--- config.mk ---
export PLATFORM = sky130hd
export DESIGN_NAME = arch_state_dumper_flat
export DESIGN_NICKNAME = d
export VERILOG_FILES = /design/src/rtl/arch_state_dumper_if.sv /design/src/rtl/arch_state_dumper.sv /design/src/flat_wrapper.sv
export SDC_FILE = /design/constraint.sdc
export NUM_CORES = 1
export LEC_CHECK = 0
export CAP_MARGIN = 20
export CORE_ASPECT_RATIO = 0.7
export CORE_MARGIN = 1.5
export CORE_UTILIZATION = 36
export DETAILED_ROUTE_END_ITERATION = 12
export GPL_TIMING_DRIVEN = 0
export PLACE_DENSITY = 0.83
export SETUP_SLACK_MARGIN = 0.4
export SYNTH_ARGS = -nofsm -noshare
export SYNTH_HDL_FRONTEND = slang
export SYNTH_SLANG_ARGS = --single-unit
--- constraint.sdc ---
create_clock -name clk -period 5.4 [get_ports clk]
set_input_delay 0.54 -clock clk [delete_from_list [all_inputs] [get_ports clk]]
set_output_delay 0.54 -clock clk [all_outputs]
set_load 0.005 [all_outputs]
--- src/rtl/arch_state_dumper_if.sv ---
// Output stream of the architectural state dumper.
//
// Handshake: a word transfers on a rising clk edge where out_valid && out_ready.
// While out_valid is high and out_ready is low, the producer holds out_data,
// out_is_mem and out_index stable. out_ready is ignored while out_valid is low.
interface arch_state_dumper_if #(
    parameter int IDX_W = 16
);
    logic             out_valid;
    logic             out_ready;
    logic [31:0]      out_data;
    logic             out_is_mem;
    logic [IDX_W-1:0] out_index;

    modport master (
        output out_valid,
        output out_data,
        output out_is_mem,
        output out_index,
        input  out_ready
    );

    modport slave (
        input  out_valid,
        input  out_data,
        input  out_is_mem,
        input  out_index,
        output out_ready
    );
endinterface

--- src/rtl/arch_state_dumper.sv ---
// Architectural state dumper: after the CPU halts, walks the register file and
// then data memory through its own read ports and streams every word out.
// Optional checksum word after the memory words: define DUMP_CHECKSUM_EN.
module arch_state_dumper #(
    parameter int NUM_REGS  = 32,
    parameter int MEM_WORDS = 256,
    parameter int IDX_W     = 16
) (
    input  logic        clk,
    input  logic        rst,
    input  logic        halt_in,
    output logic [4:0]  rf_raddr,
    input  logic [31:0] rf_rdata,
    output logic [31:0] mem_raddr,
    input  logic [31:0] mem_rdata,
    arch_state_dumper_if.master out_s,
    output logic        busy,
    output logic        done,
    output logic [2:0]  state_dbg
);

`ifdef DUMP_CHECKSUM_EN
    typedef enum logic [2:0] {
        S_IDLE = 3'd0,
        S_REGS = 3'd1,
        S_MEM  = 3'd2,
        S_DONE = 3'd3,
        S_CSUM = 3'd4
    } state_t;
`else
    typedef enum logic [2:0] {
        S_IDLE = 3'd0,
        S_REGS = 3'd1,
        S_MEM  = 3'd2,
        S_DONE = 3'd3
    } state_t;
`endif

    localparam logic [IDX_W-1:0] LAST_REG = IDX_W'(NUM_REGS - 1);
    localparam logic [IDX_W-1:0] LAST_MEM = IDX_W'(MEM_WORDS - 1);

    state_t           state_q, state_d;
    logic [IDX_W-1:0] idx_q, idx_d;
    logic [31:0]      mem_word;
    logic             xfer;

`ifdef DUMP_CHECKSUM_EN
    logic [31:0]      csum_q;
`endif

    assign mem_word  = 32'(idx_q);
    assign xfer      = out_s.out_valid && out_s.out_ready;
    assign state_dbg = state_q;

    // State and index registers; reset aborts any dump in progress.
    always_ff @(posedge clk) begin
        if (rst) begin
            state_q <= S_IDLE;
            idx_q   <= '0;
        end else begin
            state_q <= state_d;
            idx_q   <= idx_d;
        end
    end

`ifdef DUMP_CHECKSUM_EN
    // Running sum of every data word accepted downstream, restarted per dump.
    always_ff @(posedge clk) begin
        if (rst) begin
            csum_q <= '0;
        end else if (state_q == S_IDLE && halt_in) begin
            csum_q <= '0;
        end else if (xfer && (state_q == S_REGS || state_q == S_MEM)) begin
            csum_q <= csum_q + out_s.out_data;
        end
    end
`endif

    // Next state, index advance and stream outputs; data passes straight through
    // from the read ports so a stalled word stays stable with stable storage.
    always_comb begin
        state_d          = state_q;
        idx_d            = idx_q;
        rf_raddr         = '0;
        mem_raddr        = '0;
        out_s.out_valid  = 1'b0;
        out_s.out_data   = '0;
        out_s.out_is_mem = 1'b0;
        out_s.out_index  = '0;
        busy             = 1'b0;
        done             = 1'b0;

        case (state_q)
            S_IDLE: begin
                if (halt_in) begin
                    state_d = S_REGS;
                    idx_d   = '0;
                end
            end

            S_REGS: begin
                rf_raddr        = idx_q[4:0];
                out_s.out_valid = 1'b1;
                out_s.out_data  = rf_rdata;
                out_s.out_index = idx_q;
                busy            = 1'b1;
                if (out_s.out_ready) begin
                    if (idx_q == LAST_REG) begin
                        state_d = S_MEM;
                        idx_d   = '0;
                    end else begin
                        idx_d = idx_q + 1'b1;
                    end
                end
            end

            S_MEM: begin
                mem_raddr        = mem_word << 2;
                out_s.out_valid  = 1'b1;
                out_s.out_data   = mem_rdata;
                out_s.out_is_mem = 1'b1;
                out_s.out_index  = idx_q;
                busy             = 1'b1;
                if (out_s.out_ready) begin
                    if (idx_q == LAST_MEM) begin
`ifdef DUMP_CHECKSUM_EN
                        state_d = S_CSUM;
`else
                        state_d = S_DONE;
`endif
                        idx_d   = '0;
                    end else begin
                        idx_d = idx_q + 1'b1;
                    end
                end
            end

`ifdef DUMP_CHECKSUM_EN
            S_CSUM: begin
                out_s.out_valid  = 1'b1;
                out_s.out_data   = csum_q;
                out_s.out_is_mem = 1'b1;
                out_s.out_index  = '1;
                busy             = 1'b1;
                if (out_s.out_ready) begin
                    state_d = S_DONE;
                end
            end
`endif

            S_DONE: begin
                done = 1'b1;
            end

            default: begin
                state_d = S_IDLE;
                idx_d   = '0;
            end
        endcase
    end

endmodule

--- src/flat_wrapper.sv ---
// flat-port wrapper written by rule: the top's interface ports become plain ports
module arch_state_dumper_flat 
#(
    parameter int NUM_REGS  = 32,
    parameter int MEM_WORDS = 256,
    parameter int IDX_W     = 16
)
  (clk, rst, halt_in, rf_raddr, rf_rdata, mem_raddr, mem_rdata, busy, done, state_dbg, out_s_out_valid, out_s_out_data, out_s_out_is_mem, out_s_out_index, out_s_out_ready);
  arch_state_dumper_if #(.IDX_W(IDX_W)) out_s_i ();
  input  logic clk;
  input  logic rst;
  input  logic halt_in;
  output logic [4:0] rf_raddr;
  input  logic [31:0] rf_rdata;
  output logic [31:0] mem_raddr;
  input  logic [31:0] mem_rdata;
  output logic busy;
  output logic done;
  output logic [2:0] state_dbg;
  output wire logic [$bits(out_s_i.out_valid)-1:0] out_s_out_valid;
  output wire logic [$bits(out_s_i.out_data)-1:0] out_s_out_data;
  output wire logic [$bits(out_s_i.out_is_mem)-1:0] out_s_out_is_mem;
  output wire logic [$bits(out_s_i.out_index)-1:0] out_s_out_index;
  input wire logic [$bits(out_s_i.out_ready)-1:0] out_s_out_ready;
  assign out_s_out_valid = out_s_i.out_valid;
  assign out_s_out_data = out_s_i.out_data;
  assign out_s_out_is_mem = out_s_i.out_is_mem;
  assign out_s_out_index = out_s_i.out_index;
  assign out_s_i.out_ready = out_s_out_ready;
  arch_state_dumper #(.NUM_REGS(NUM_REGS), .MEM_WORDS(MEM_WORDS), .IDX_W(IDX_W)) u_core (.clk(clk), .rst(rst), .halt_in(halt_in), .rf_raddr(rf_raddr), .rf_rdata(rf_rdata), .mem_raddr(mem_raddr), .mem_rdata(mem_rdata), .out_s(out_s_i), .busy(busy), .done(done), .state_dbg(state_dbg));
endmodule
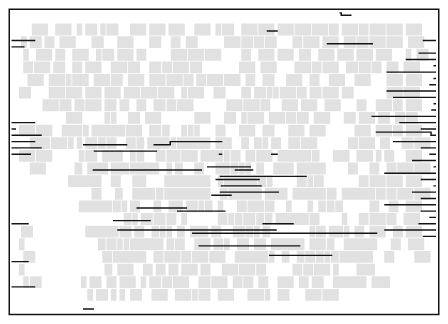
m3.png
nets with wire on the layer: 61
longest straight run: 39.6 um
share of all routed wire: 6.6%
main direction: horizontal
wire length on this layer: 487 um
met3 usage: 3.009%
total number of vias: 2441

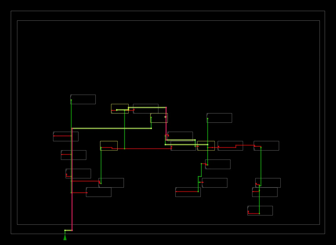
clock_nets.png
Num CTS Buffers: 3
Sinks on Clock Net: 18
Clock group: 115 uW
seq_cells: 18
worst-skew pair later-pin latency: 260 ps

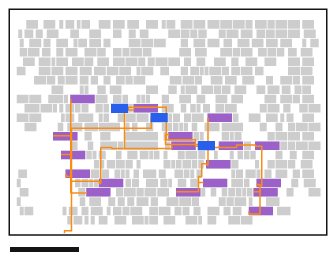
clock_wires.png
Bar = 20 um.
legend:
  flip-flops:
    color: purple
    count: 18
  clock-net drivers:
    color: blue
    count: 3
  clock wires:
    color: orange
    length: 289 um
routed clock nets: 4
Setup Skew: 2.823 ps
Clk pwr share: 11.7%

==> CHANGELOG.md <==
### Changed

* Core area at 0.005313 mm^2
* Nets at slightly above 500
* Top cells by area: dfxtp_1 (18%), a22oi_1 (12%), and2_1 (11%)
* Post-synth cell types at 42
* Post-layout min period at between 3000 and 4000 ps
* Status: completed
* FF-to-FF setup slack at about 3000 ps
* RePlAce Congestion at about 0.87
* Worst EP arrival at 2690 ps
* Die area at 0.006024 mm^2
* Postcts setup bufs at 0
* Root Driver: clkbuf_8
* Setup ws final at 2168 ps
* Synth async-reset ratio at 0%
* Ys flop type: dfxtp_1
* DRC at 0
* Total negative slack at 0 ps
* RR Startpoint: u_core.state_dbg[0]
* DR vias/cell at 4.824
* Fp_density at 37.68%
* Maximum root-to-sink buffer count at 2
* Total number of yosys warnings at 0
* Synth top cell by count: and2_1
* Dpl hpwl at around 6000 um
* Final worst path period share at approximately 60%
* WP data required at 4860 ps
* Yosys cell count at 272
* Flip-flops with a built-in enable at 0
* CTS hold repair buffers at 0
* OpenROAD warnings at 29
* Crit path from: u_core.state_dbg[1]
* Hold/Removal Path Class: reg -> reg
* Clock Pin Slew Worst Setup and Hold Paths at 70 ps
* Area share, top type at 18.00%
* Reg2Reg Depth at 10
* VDD IR-drop max at ~0.23 mV
* Pre-CTS setup slack at 2491 ps
* Inserted Diodes at 0
* CTS tree: built
* IO Port Bufs at 142
* # H-tree levels at 1
* List of most frequent post-synthesis cells: and2_1 (36), a22oi_1 (32), nor2b_1 (32)
* Syn Area/Cell at about 7.4 um^2
* Critical path endpoint category: primary output
* Chip area in the Yosys report at about 0.0020 mm^2
* RR Endpoint: u_core.idx_q[5]
* Max cap viols at 0
* Initial antenna violation count at 0
* Row Count at 22
* Slew Limit Fails at 0
* Post_cts resized at 0
* Mapped Area at ~0.0020 mm^2
* CP endpoint: out_s_out_data[15]
* Initial DRT Pass Iterations at 4
* Pin count of the biggest net entering global routing at 11
* Pwr dens at 270.3 mW/mm^2
* Static leakage at 0.001305 uW
* Register area share after synthesis at roughly 18%
* Final setup fails at 0
* Worst setup SP type: flip-flop
* 1st-iter DRT viols at 128
* P&R area growth vs syn at 81.25%
* Die width at 92.13 um
* Vias in the first global route at ~2.1k
* # IOs at 160
* RSZ-0062 raised after global routing: false
* Critical path peak fanout at 10
* Global-route wire length before repair at 11140 um
* Hold Vio Cnt, Final at 0
* Synth flops at 18
* Die Y at 65.39 um
* Critical path class: reg -> out
* Area leader, netlist: dfxtp_1
* Total power at 980.7 uW
* Post-route antenna net violation count at 0
* Max Freq at between 0.3 and 0.4 GHz
* Layout cell share with drive strength beyond 1 at 8.986%
* Gr ovfl total at 0
* Post-Synthesis Cells at 272
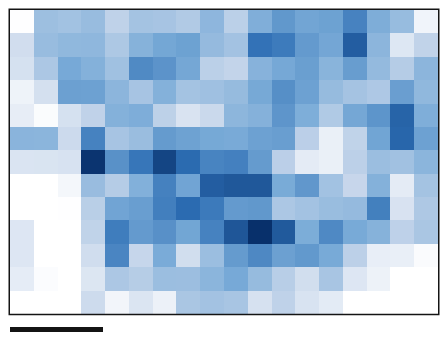
route_heat.png
Bar = 20 um. 18 x 13 tiles, from white (low) to dark blue (high), scaled to the fullest tile. Values are wire area over tile area, all layers added.
fullest tile: 0.51
emptiest ninth of the die: south-west
mean over tiles: 0.20
tiles over half the peak: 32%
All-Layer GR Usage: 23.22%
WL per Instance: 14.56 um
final WL: 7366 um

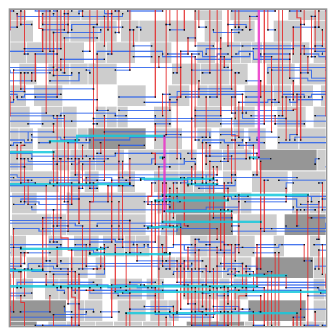
closeup.png
Window x 26 to 66, y 13 to 53 um. Cells in gray, sequential cells in the stronger gray; small squares are vias.
legend:
  M2:
    color: red
  M4:
    color: magenta
  M3:
    color: cyan
  M1:
    color: blue
most frequent: clkdlybuf4s50_1 (27), nor2b_1 (12), nand3_1 (11)
sequential cells in the window: 8
netlist names of flops here include: u_core.idx_q (8)
cells with their middle in the window: 147

[layout make-up]
type	count	area, um^2
Buffer	41	249.0
Clock buffer	4	55.05
Fill cell	466	1684
Inverter	8	30.03
Multi-Input combinational cell	221	1423
Sequential cell	18	360.3
Tap cell	72	90.09
Timing Repair Buffer	142	1421
[per-stage QoR]
step / cells / area [um^2] / util [%] / hold slack [ps]
6_report: 506 / 3628 / 68.30 / 553.6
5_1_grt: 506 / 3628 / 68.30 / 577.3
4_1_cts: 506 / 3628 / 68.30 / 555.0
3_5_place_dp: 502 / 3573 / 67.26 / 542.2
3_3_place_gp: 502 / 3573 / 67.26 / 522.0
2_1_floorplan: 288 / 2062 / - / 470.1
[per-layer routing]
| metal | global-route usage, % | vias to the layer above | wire length [um] |
|---|---|---|---|
| li1 | - | 1251 | - |
| met1 | 33.75 | 1091 | 3372 |
| met2 | 36.76 | 92 | 3440 |
| met3 | 3.009 | 7 | 487 |
| met4 | 4.423 | 0 | 65 |
| met5 | 0 | - | 0 |
[critical path, stage by stage, from the launching register on]
cell	delay, ps
dfxtp_1	360
inv_1	100
ha_1	270
clkbuf_1	380
clkbuf_1	410
a22oi_1	160
nor2b_1	220
clkdlybuf4s50_1	540
[power by group]
group	leakage [uW]	internal (uW)	switching [uW]	total, uW
logic	0.00113	359	355	714
clock network	0.0000288	64.9	50.1	115
registers	0.000145	141	11.0	152
total	0.00131	565	416	981
[placed cells by master (no fill, tap or decap), drive strengths merged]
master	instances
clkdlybuf4s50	142
and2	38
a22oi	32
nor2b	32
buf	26
nand3	23
clkbuf	19
dfxtp	18
nand2	17
conb	17
inv	8
or3	8
o21ai	6
ha	5
or4	5
a21oi	5
nand4	4
nor2	4
nand2b	3
o211ai	3
o41ai	2
and3	2
nor4	2
o311ai	2
or4b	1
o21bai	1
a211o	1
or3b	1
a221oi	1
a41o	1
nor3	1
a211oi	1
nand3b	1
or2	1
o22ai	1
[worst min-delay path by stage]
stage                             endpoint             start  cells after the start  slack, ps
after floorplan           u_core.idx_q[15]  u_core.idx_q[15]                      2        470
after global placement    u_core.idx_q[14]  u_core.idx_q[14]                      2        520
after detailed placement   u_core.idx_q[9]   u_core.idx_q[9]                      2        540
after CTS                  u_core.idx_q[9]   u_core.idx_q[9]                      2        550
after global routing      u_core.idx_q[15]  u_core.idx_q[15]                      2        580
final                     u_core.idx_q[14]  u_core.idx_q[14]                      2        550
[state kept, by name (all words and copies together) (netlist names)]
signal	cells
u_core.idx_q	16
u_core.state_dbg	2
[cells by family (layout without fill, tap and decap cells)]
group           count (synthesis)  count (layout)  share of synthesized area, %
fa+ha+maj                       5               5                         3.125
simple gates                  143             143                         42.19
buf+inv                        49             195                         13.94
other cells                     1              17                        0.1873
compound gates                 56              56                         22.56
flops                          18              18                         18.00
No activity file was given, so power comes from the tool's default toggle rates.
